layers.png
(2 px per um) Only two layers are drawn.
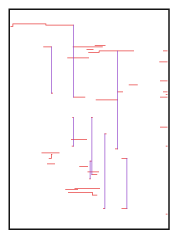
pinout.png
(3 px per um) Pins as bars across the die edge, other pins in gray.
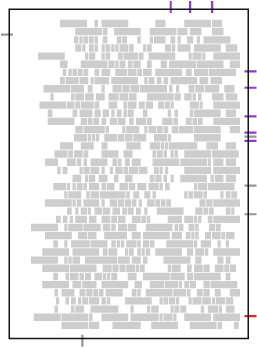
Design servo_pwm_decoder, sky130hd; sources not shown.
==> results.txt <==
impl run done, here's what came out: distinct lib cells 65, number of hold buffers added after cts 1, Core Region approximately 7700 um^2, Final Max-Slew Violation Tally 0, status complete, no violations, vias in the first global route 3573, arithmetic-cell share of the synthesized area counting full adders, half adders and majority gates 6.87%, Total Nets Final approximately 550, prevailing logic family in the synthesized netlist simple AND/OR/NAND/NOR gates, Yosys reg bits around 70, Commonest Layout Cell sky130_fd_sc_hd__dfrtp_1, most frequently placed logic cells in the final layout sky130_fd_sc_hd__dfrtp_1, sky130_fd_sc_hd__nand2_1, sky130_fd_sc_hd__o21ai_0, clock edge transition at the registers on the reported setup and hold paths 70 ps, global router's overall resource usage between 20% and 30%, initial antenna violation count 0, Crit-path slowest cell sky130_fd_sc_hd__or4_4, share of total power in combinational logic 19.3%, Setup crit start kind flip-flop, post-layout instance area approximately 5000 um^2, Netlist Area Pre-Place ~4400 um^2, switch share between 20 and 30%, depth of the critical timing path with buffers and inverters included 24, antenna cell count 0, final core utilization 65.1%, area of the die around 8600 um^2, slew at the pin with the worst max-slew slack approximately 690 ps, areal power density over the cells about 280 nW/um^2, cell-by-cell trace of the critical path ha_1 > nand2_1 > nor2_2 > ha_4 > ha_4 > nand2_1 > or4_4 > o211ai_4 > nand4b_4 > nand2_1 > nor2_1 > a21oi_2 > xnor2_2 > ha_1 > a21o_1 > a21oi_2 > nor2b_1 > o21ai_0 > nand2b_1 > inv_1 > maj3_2 > o21bai_1 > xnor2_1 > a22oi_1, DR WL met2 4940 um, power group with the largest share registers, number of I/O pins 14, path depth of the worst reg2reg path 24, Tool Warnings 32, root buffer selected by CTS sky130_fd_sc_hd__clkbuf_8, half-perimeter wire length of the detailed placement result just under 7000 um, proportion of power drawn by the clock network approximately a third, top sig layer met4, worst-case register-to-register setup slack between 300 and 400 ps, 1st-iter DRT viols just under 200, Highest Clock Rate 222 MHz, final hold vios 0, Crit path arrival time between 4000 and 5000 ps, post-route minimum period 4500 ps, Mapped Cells ~500, sequential cell fraction of total power 45.5%, proportion of register bits with asynchronous set or reset after synthesis 100%, Yosys top cell by area sky130_fd_sc_hd__dfrtp_1, post-CTS resize count 0, critical path fanouts, max 9, Largest register FFs 16, top-count cell post-synth sky130_fd_sc_hd__dfrtp_1, Max-area cell share 37.3%, Static Leak roughly 2.2 nW, most congested layer reported by global routing met2
Back to the opening pictures, layers.png:
Key: purple = M4 [wire length 222 um]; red = M3 [wire length 218 um]
via count: 3616
average routed wire per standard cell: 14.8 um
Total Wirelength: 9310 um

Back to the opening pictures, pinout.png:
Key: red = rst_n [pins 1, direction input, edge east]; purple = cfg [pins 8, direction output, edge 5 east, 3 north]
All pins by edge: 9 east, 3 north, 1 west, 1 south.
number of I/O port buffers: 13
die outline height: 109 um
floorplan die width: 79.2 um

final cells by class:
type | count | area (um^2)
repair buffers | 28 | 240
fillers | 630 | 2690
clock inverters | 5 | 57.6
inverters | 26 | 97.6
clock buffers | 11 | 151
well taps | 100 | 125
multi-input cells | 390 | 2580
flip-flops and latches | 70 | 1760
per-stage QoR:
step / worst slack (ps) / instances / total power [mW]
finish: 362 / 630 / 1.38
global route: -36.7 / 630 / 1.46
CTS: 103 / 628 / 1.38
detailed placement: 125 / 611 / 0.884
global placement: 265 / 611 / 0.878
floorplan: 29.8 / 500 / 0.811
Power and IR drop assume default switching activity.
